**config.mk**
```make
export PLATFORM = sky130hd
export DESIGN_NAME = c_err_log_flat
export DESIGN_NICKNAME = d
export VERILOG_FILES = /design/src/rtl/c_err_log_pkg.sv /design/src/rtl/c_err_log_if.sv /design/src/rtl/c_err_log_sat_ctr.sv /design/src/rtl/c_err_log.sv /design/src/flat_wrapper.sv
export SDC_FILE = /design/constraint.sdc
export NUM_CORES = 1
export LEC_CHECK = 0
export CORE_UTILIZATION = 46
export CTS_CLUSTER_SIZE = 30
export DETAILED_ROUTE_END_ITERATION = 10
export GPL_TIMING_DRIVEN = 0
export PLACE_DENSITY = 0.76
export SLEW_MARGIN = 20
export SYNTH_ARGS = -nofsm -noshare
export SYNTH_HDL_FRONTEND = slang
export SYNTH_SLANG_ARGS = --single-unit
```
**constraint.sdc**
```tcl
create_clock -name clk -period 2 [get_ports clk]
set_input_delay 0.2 -clock clk [delete_from_list [all_inputs] [get_ports clk]]
set_output_delay 0.2 -clock clk [all_outputs]
set_load 0.05 [all_outputs]
```
**src/rtl/c_err_log_pkg.sv**
```systemverilog
// Shared types and helpers for the error capture/logging block.
package c_err_log_pkg;

    // How the registered error flags behave once an error has been seen.
    typedef enum logic [1:0] {
        CAPTURE_NONE       = 2'd0,
        CAPTURE_NO_HOLD    = 2'd1,
        CAPTURE_HOLD_FIRST = 2'd2,
        CAPTURE_HOLD_ALL   = 2'd3
    } capture_mode_e;

    // Ceiling log2; clogb(1) = 0.
    function automatic int unsigned clogb(input int unsigned n);
        int unsigned r;
        r = 0;
        while ((32'd1 << r) < n) begin
            r = r + 1;
        end
        return r;
    endfunction

    // Width of the first-error index; never narrower than one bit.
    function automatic int unsigned idx_w(input int unsigned n);
        return (clogb(n) < 1) ? 1 : clogb(n);
    endfunction

endpackage

```
**src/rtl/c_err_log_if.sv**
```systemverilog
// Error-log bus: control/error inputs from the source side, logged state back.
//   master: drives active, clear, err_mask, errors_in; observes logged state
//   slave : the logging block
interface c_err_log_if
    import c_err_log_pkg::*;
#(
    parameter int unsigned num_errors  = 1,
    parameter int unsigned count_width = 8
);
    localparam int unsigned IDX_W = idx_w(num_errors);

    logic                              active;
    logic                              clear;
    logic [num_errors-1:0]             err_mask;
    logic [num_errors-1:0]             errors_in;
    logic [num_errors-1:0]             errors_out;
    logic [num_errors*count_width-1:0] err_counts;
    logic [num_errors-1:0]             cnt_sat;
    logic                              first_valid;
    logic [IDX_W-1:0]                  first_idx;
    logic                              irq;

    modport master (
        output active, clear, err_mask, errors_in,
        input  errors_out, err_counts, cnt_sat, first_valid, first_idx, irq
    );

    modport slave (
        input  active, clear, err_mask, errors_in,
        output errors_out, err_counts, cnt_sat, first_valid, first_idx, irq
    );
endinterface

```
**src/rtl/c_err_log_sat_ctr.sv**
```systemverilog
// Saturating event counter with enable, clear-load and registered saturation flag.
//   clk, reset : clock, synchronous active-high reset
//   en         : update enable (0 = hold)
//   load       : load count with inc instead of incrementing
//   inc        : event strobe
//   count, sat : counter value, counter at all-ones
module c_err_log_sat_ctr #(
    parameter int unsigned width = 8
) (
    input  logic             clk,
    input  logic             reset,
    input  logic             en,
    input  logic             load,
    input  logic             inc,
    output logic [width-1:0] count,
    output logic             sat
);
    localparam logic [width-1:0] CNT_MAX = '1;

    logic [width-1:0] cnt_q;
    logic [width-1:0] cnt_n;
    logic             sat_q;

    // Next count: load takes the coincident event so it is never lost.
    always_comb begin
        cnt_n = cnt_q;
        if (load) begin
            cnt_n = width'(inc);
        end else if (inc && (cnt_q != CNT_MAX)) begin
            cnt_n = cnt_q + width'(1);
        end
    end

    always_ff @(posedge clk) begin
        if (reset) begin
            cnt_q <= '0;
            sat_q <= 1'b0;
        end else if (en) begin
            cnt_q <= cnt_n;
            sat_q <= (cnt_n == CNT_MAX);
        end
    end

    assign count = cnt_q;
    assign sat   = sat_q;
endmodule

```
**src/rtl/c_err_log.sv**
```systemverilog
// Error capture/logging: masked error flags with selectable hold mode,
// per-error saturating counters, first-error index latch and summary irq.
//   clk, reset : clock, synchronous active-high reset
//   bus        : c_err_log_if slave (active, clear, err_mask, errors_in in;
//                errors_out, err_counts, cnt_sat, first_valid, first_idx, irq out)
module c_err_log
    import c_err_log_pkg::*;
#(
    parameter int unsigned   num_errors   = 1,
    parameter capture_mode_e capture_mode = CAPTURE_NO_HOLD,
    parameter int unsigned   count_width  = 8
) (
    input  logic        clk,
    input  logic        reset,
    c_err_log_if.slave  bus
);
    localparam int unsigned IDX_W   = idx_w(num_errors);
    localparam bit          IS_NONE = (capture_mode == CAPTURE_NONE);

    logic [num_errors-1:0]  e;
    logic [num_errors-1:0]  err_q;
    logic [num_errors-1:0]  err_base;
    logic [num_errors-1:0]  err_n;
    logic                   fv_q;
    logic                   fv_n;
    logic [IDX_W-1:0]       idx_q;
    logic [IDX_W-1:0]       idx_n;
    logic [IDX_W-1:0]       idx_lo;
    logic                   irq_q;
    logic [count_width-1:0] cnt_arr [num_errors];
    logic [num_errors-1:0]  sat_vec;
    logic [num_errors*count_width-1:0] cnt_flat;

    // Masked events; NONE mode never sees any, so all state stays at reset.
    assign e = IS_NONE ? '0 : (bus.errors_in & bus.err_mask);

    // Lowest set index of e.
    always_comb begin
        idx_lo = '0;
        for (int i = int'(num_errors) - 1; i >= 0; i--) begin
            if (e[i]) idx_lo = IDX_W'(i);
        end
    end

    // Clear evaluates every mode from an empty state, so coincident errors survive.
    always_comb begin
        err_base = bus.clear ? '0 : err_q;
        case (capture_mode)
            CAPTURE_NO_HOLD:    err_n = e;
            CAPTURE_HOLD_FIRST: err_n = (err_base == '0) ? e : err_base;
            CAPTURE_HOLD_ALL:   err_n = err_base | e;
            default:            err_n = '0;
        endcase

        fv_n  = bus.clear ? 1'b0 : fv_q;
        idx_n = bus.clear ? '0   : idx_q;
        if (!fv_n && (e != '0)) begin
            fv_n  = 1'b1;
            idx_n = idx_lo;
        end
    end

    always_ff @(posedge clk) begin
        if (reset) begin
            err_q <= '0;
            fv_q  <= 1'b0;
            idx_q <= '0;
            irq_q <= 1'b0;
        end else if (bus.active) begin
            err_q <= err_n;
            fv_q  <= fv_n;
            idx_q <= idx_n;
            irq_q <= |err_n;
        end
    end

    for (genvar g = 0; g < int'(num_errors); g++) begin : g_ctr
        c_err_log_sat_ctr #(.width(count_width)) u_ctr (
            .clk   (clk),
            .reset (reset),
            .en    (bus.active),
            .load  (bus.clear),
            .inc   (e[g]),
            .count (cnt_arr[g]),
            .sat   (sat_vec[g])
        );
    end

    always_comb begin
        cnt_flat = '0;
        for (int i = 0; i < int'(num_errors); i++) begin
            cnt_flat[i*count_width +: count_width] = cnt_arr[i];
        end
    end

    assign bus.errors_out  = IS_NONE ? '0   : err_q;
    assign bus.err_counts  = IS_NONE ? '0   : cnt_flat;
    assign bus.cnt_sat     = IS_NONE ? '0   : sat_vec;
    assign bus.first_valid = IS_NONE ? 1'b0 : fv_q;
    assign bus.first_idx   = IS_NONE ? '0   : idx_q;
    assign bus.irq         = IS_NONE ? 1'b0 : irq_q;
endmodule

```
**src/flat_wrapper.sv**
```systemverilog
// flat-port wrapper written by rule: the top's interface ports become plain ports
module c_err_log_flat import c_err_log_pkg::*;
#(
    parameter int unsigned   num_errors   = 1,
    parameter capture_mode_e capture_mode = CAPTURE_NO_HOLD,
    parameter int unsigned   count_width  = 8
)
  (clk, reset, bus_active, bus_clear, bus_err_mask, bus_errors_in, bus_errors_out, bus_err_counts, bus_cnt_sat, bus_first_valid, bus_first_idx, bus_irq);
  c_err_log_if #(.num_errors(num_errors), .count_width(count_width)) bus_i ();
  input  logic clk;
  input  logic reset;
  input wire logic [$bits(bus_i.active)-1:0] bus_active;
  input wire logic [$bits(bus_i.clear)-1:0] bus_clear;
  input wire logic [$bits(bus_i.err_mask)-1:0] bus_err_mask;
  input wire logic [$bits(bus_i.errors_in)-1:0] bus_errors_in;
  output wire logic [$bits(bus_i.errors_out)-1:0] bus_errors_out;
  output wire logic [$bits(bus_i.err_counts)-1:0] bus_err_counts;
  output wire logic [$bits(bus_i.cnt_sat)-1:0] bus_cnt_sat;
  output wire logic [$bits(bus_i.first_valid)-1:0] bus_first_valid;
  output wire logic [$bits(bus_i.first_idx)-1:0] bus_first_idx;
  output wire logic [$bits(bus_i.irq)-1:0] bus_irq;
  assign bus_i.active = bus_active;
  assign bus_i.clear = bus_clear;
  assign bus_i.err_mask = bus_err_mask;
  assign bus_i.errors_in = bus_errors_in;
  assign bus_errors_out = bus_i.errors_out;
  assign bus_err_counts = bus_i.err_counts;
  assign bus_cnt_sat = bus_i.cnt_sat;
  assign bus_first_valid = bus_i.first_valid;
  assign bus_first_idx = bus_i.first_idx;
  assign bus_irq = bus_i.irq;
  c_err_log #(.num_errors(num_errors), .capture_mode(capture_mode), .count_width(count_width)) u_core (.clk(clk), .reset(reset), .bus(bus_i));
endmodule
```
Run 1, power grid:
The bar under the picture is 10 um long. Pins as bars on the die edge.
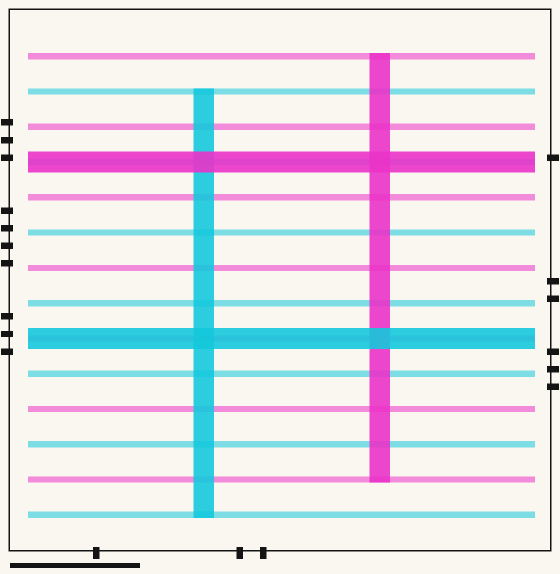
[VSS] cyan
[VDD] magenta
rows: 13
signal pins: 19
Die Wd: 41.7 um
height of the chip: 41.7 um
Core ar.: 1380 um^2
worst vdd rail ir drop: 394 uV

Run 1, met2 routing:
The bar under the picture is 10 um long.
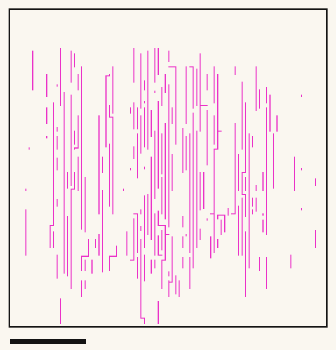
main direction: vertical
longest straight run: 23.8 um
nets with wire on the layer: 104
wire length on this layer: 808 um
share of all routed wire: 44%
routed wire length: 1820 um
vias: 789
M2 GR Usage: 34.1%

==> results.sh, run 1 <==
# yosys + openroad results
export IMPL_fin_skew_ns=0.00446
export IMPL_slew_headroom_pct=66.6
export IMPL_area_delta_synth_final_pct=28.4
export IMPL_avgSynthCellArea_um2=7.69
export IMPL_grt_start_max_net_pins=11
export IMPL_worstSetupStartpointType="flop"
export IMPL_cp_slowest_cell="dfxtp_1"
export IMPL_warnings=26
export IMPL_status="complete, no violations"
export IMPL_top_area_share_pct=30.4
export IMPL_slew_viol_final=0
export IMPL_yosys_warnings=0
export IMPL_cts_sinks=11
export IMPL_fin_hold_ws_ns=0.424
export IMPL_setup_viol=0
export IMPL_cp_max_fo=7
export IMPL_path_cells="ha_1 > nand4_2 > nor4b_1 > a31oi_1 > o22a_1 > o31ai_2"
export IMPL_firstDrtPassIters=4
export IMPL_finalCritPeriodShare_pct=91.3
export IMPL_overflow=0
export IMPL_cp_arrival_ns=2.03
export IMPL_cts_hold_buf=0
export IMPL_antenna_cells=0
export IMPL_ys_cells=94
export IMPL_clock_tree_htree_level_count=1
export IMPL_ant_nets=0
export IMPL_rows=13
export IMPL_cp_end_kind="flop"
export IMPL_io_buffers=16
export IMPL_worstMarginPinSlew_ns=0.499
export IMPL_drt_initial_drc_count=22
export IMPL_ys_ff=11
export IMPL_lay_top_count="clkdlybuf4s50_1"
export IMPL_die_area_um2=1730
export IMPL_hold_viol=0
Run 1, signal wires on met3:
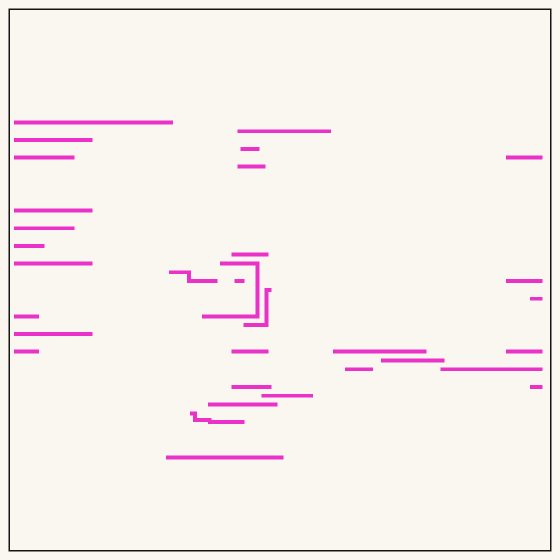
wire length on this layer: 139 um
nets with wire on the layer: 28
share of all routed wire: 7.6%
met3 GRT Util: 3.04%

## run 1: cells in the mapped netlist (all sizes together)
library cell,number
a32oi,1
o22a,1
and4,1
nand4,2
ha,1
o2111ai,1
a211oi,1
nor4b,1
a21oi,12
a41oi,1
nor3,5
inv,3
nor2,7
a31oi,3
nand3,6
dfxtp,11
or4,1
mux2i,1
buf,3
nor3b,1
clkbuf,3
o31ai,1
and2,1
o211a,1
conb,1
and2b,1
o21ai,5
a21boi,1
nand2,11
a21o,1
nand2b,3
and3,2
## run 1: layer usage
layer,routed length [um],vias up,global-route usage (%)
met4,40,0,10.3
met3,138,7,3.04
met1,832,354,31.6
met2,807,43,34.1
met5,0,-,0
li1,-,385,-
## run 1: path summary, 6_finish.rpt
kind / startpoint / cells after the start / slack [ns] / endpoint
worst max register to register: u_core.g_ctr[0].u_ctr.count[0]$_SDFFE_PP0P_ / 6 / 0.17 / u_core.g_ctr[0].u_ctr.sat$_SDFFE_PP0P_
worst min register to register: u_core.bus.first_valid$_SDFFE_PP0P_ / 2 / 0.47 / u_core.bus.first_valid$_SDFFE_PP0P_
worst min-delay path: bus_clear / 3 / 0.42 / u_core.g_ctr[0].u_ctr.count[0]$_SDFFE_PP0P_
worst max-delay path: u_core.g_ctr[0].u_ctr.count[0]$_SDFFE_PP0P_ / 6 / 0.17 / u_core.g_ctr[0].u_ctr.sat$_SDFFE_PP0P_
## run 1: power by group
part / leakage (uW) / internal, uW / switching (uW)
Combinational: 0.000225 / 23.0 / 42.3
Sequential: 0.0000889 / 221 / 2.71
Clock: 0.0000150 / 77.4 / 81.5
## run 1: worst reg2reg max path, delay by kind of cell, from the launching register on
kind                     cells  cell delay [ns]
AND-OR/OR-AND                3             0.49
AND/OR/NAND/NOR              2             0.51
adder cells (fa/ha/maj)      1             0.31
flip-flops                   1             0.44
## run 1: final cells by class
cell class	instances	area, um^2	share of cell area, %
clock buffer	4	26.3	2.83
inverter	3	11.3	1.21
tap	15	18.8	2.02
multi-input combinational	74	454	48.9
timing repair buffer	16	160	17.3
sequential	11	220	23.7
buffer	6	37.5	4.04
## run 1: flip-flops by register name (all words and copies together) (netlist names)
name and flops:
u_core.bus.irq 1, u_core.g_ctr.u_ctr.count 8, u_core.g_ctr.u_ctr.sat 1, u_core.bus.first_valid 1
## run 1: per-stage QoR
stage | instance area (um^2) | worst slack, ns
detailed placement | 902 | 0.186
finish | 928 | 0.175
global placement | 902 | 0.231
CTS | 928 | 0.192
global route | 928 | 0.0778
floorplan | 723 | 0.0219
## run 1: cells by family after synthesis
group | Yosys count | share of synthesized area, %
AOI/OAI and AO/OA | 29 | 27.7
adders and majority gates | 1 | 1.73
buffers and inverters | 9 | 6.75
DFF | 11 | 30.4
muxes | 1 | 1.38
other | 1 | 0.519
and+or+nand+nor | 42 | 31.5
--- run 2 (diff from run 1) ---
Settings changed: CTS_CLUSTER_SIZE 30 to 12.
Run 2, signal wires on met3:
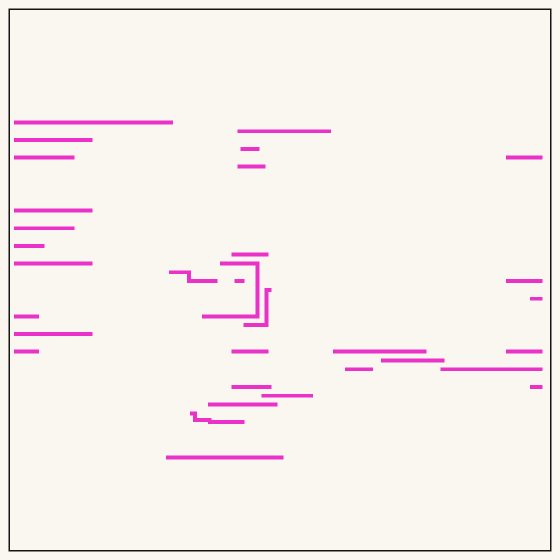
longest straight run: 12.0 um
main direction: horizontal
wire length on this layer: 139 um

==> results.sh, run 2 <==
# yosys + openroad results
export IMPL_slew_headroom_pct=66.6
export IMPL_slew_viol_final=0
export IMPL_lay_top_count="clkdlybuf4s50_1"
export IMPL_reg2reg_slack_ns=0.17
export IMPL_cts_sinks=11
export IMPL_ff_type="dfxtp_1"
export IMPL_fin_skew_ns=0.00446
export IMPL_vias=789
export IMPL_cts_hold_buf=0
export IMPL_edf_count=0
export IMPL_clock_tree_htree_level_count=1
export IMPL_ys_cells=94
export IMPL_worstMarginPinSlew_ns=0.499
export IMPL_status="complete, no violations"
export IMPL_overflow=0
export IMPL_hold_end="u_core.g_ctr[0].u_ctr.count[0]$_SDFFE_PP0P_"
export IMPL_ant_nets=0
export IMPL_grt_start_max_net_pins=11
export IMPL_io_buffers=16
export IMPL_ys_ff=11
export IMPL_warnings=26
export IMPL_avgSynthCellArea_um2=7.69
export IMPL_hold_viol=0
export IMPL_cp_end_kind="flop"
export IMPL_firstDrtPassIters=4
export IMPL_largest_reg_flops=8
export IMPL_antenna_cells=0
export IMPL_r2r_start="u_core.g_ctr[0].u_ctr.count[0]$_SDFFE_PP0P_"
export IMPL_finalCritPeriodShare_pct=91.3
export IMPL_die_w_um=41.7
export IMPL_yosys_warnings=0
export IMPL_cp_max_fo=7
export IMPL_area_delta_synth_final_pct=28.4
export IMPL_routed_wl_um=1820
export IMPL_die_area_um2=1730
export IMPL_worstSetupStartpointType="flop"
export IMPL_rows=13
export IMPL_cp_slowest_cell="dfxtp_1"
export IMPL_min_from="bus_clear"
export IMPL_drt_initial_drc_count=22
export IMPL_netlist_top_cells_count="dfxtp_1 (11), nand2_1 (11), a21oi_1 (10), nor2_1 (7), nand3_1 (6)"
==> run 2: cell counts in the layout (fill, tap and decap cells not counted) <==
No cell type changed its count.
==> run 2: area by class of cell <==
type                            count  area [um^2]
Tap cell                           15         18.8
Inverter                            3         11.3
Timing Repair Buffer               16          160
Clock buffer                        4         26.3
Fill cell                         130          454
Buffer                              6         37.5
Sequential cell                    11          220
Multi-Input combinational cell     74          454
==> run 2: cells by family after synthesis <==
logic type                 count (synthesis)  share of synthesized area, %
and+or+nand+nor                           42                          31.5
AOI/OAI and AO/OA                         29                          27.7
buffers and inverters                      9                          6.75
DFF                                       11                          30.4
adders and majority gates                  1                          1.73
other                                      1                         0.519
muxes                                      1                          1.38
==> run 2: worst max-delay path: cells and delay by family, from the launching register on <==
family,cells,cell delay (ns)
AND/OR/NAND/NOR,2,0.51
adder cells (fa/ha/maj),1,0.31
flip-flops,1,0.44
AND-OR/OR-AND,3,0.48
==> run 2: how the worst max path moves through the flow <==
stage                                                 from                                      to  slack [ns]
3_5_place_dp                                 bus_errors_in  u_core.g_ctr[0].u_ctr.sat$_SDFFE_PP0P_        0.19
6_report       u_core.g_ctr[0].u_ctr.count[0]$_SDFFE_PP0P_  u_core.g_ctr[0].u_ctr.sat$_SDFFE_PP0P_        0.17
2_1_floorplan  u_core.g_ctr[0].u_ctr.count[0]$_SDFFE_PP0P_  u_core.g_ctr[0].u_ctr.sat$_SDFFE_PP0P_        0.02
3_3_place_gp                                 bus_errors_in  u_core.g_ctr[0].u_ctr.sat$_SDFFE_PP0P_        0.23
4_1_cts        u_core.g_ctr[0].u_ctr.count[4]$_SDFFE_PP0P_                       bus_err_counts[4]        0.19
5_1_grt        u_core.g_ctr[0].u_ctr.count[0]$_SDFFE_PP0P_  u_core.g_ctr[0].u_ctr.sat$_SDFFE_PP0P_        0.08
==> run 2: metrics by stage <==
step	area [um^2]	cells	setup WS, ns	hold slack [ns]
after floorplan	723	94	0.0219	0.371
after global placement	902	125	0.231	0.449
after detailed placement	902	125	0.186	0.455
after CTS	928	129	0.192	0.422
after global routing	928	129	0.0778	0.462
final	928	129	0.175	0.424
==> run 2: power by group <==
group,switching [uW],total (uW),leakage (uW),internal (uW)
Combinational,42.3,65.3,0.000225,23.0
Sequential,2.71,224,0.0000889,221
Clock,81.5,159,0.0000150,77.4
==> run 2: metal layers <==
layer | track usage (%) | wire [um] | up-vias
li1 | - | - | 385
met1 | 31.6 | 832 | 354
met2 | 34.1 | 807 | 43
met3 | 3.04 | 138 | 7
met4 | 10.3 | 40 | 0
met5 | 0 | 0 | -
Power is estimated from default activity; no workload was simulated.
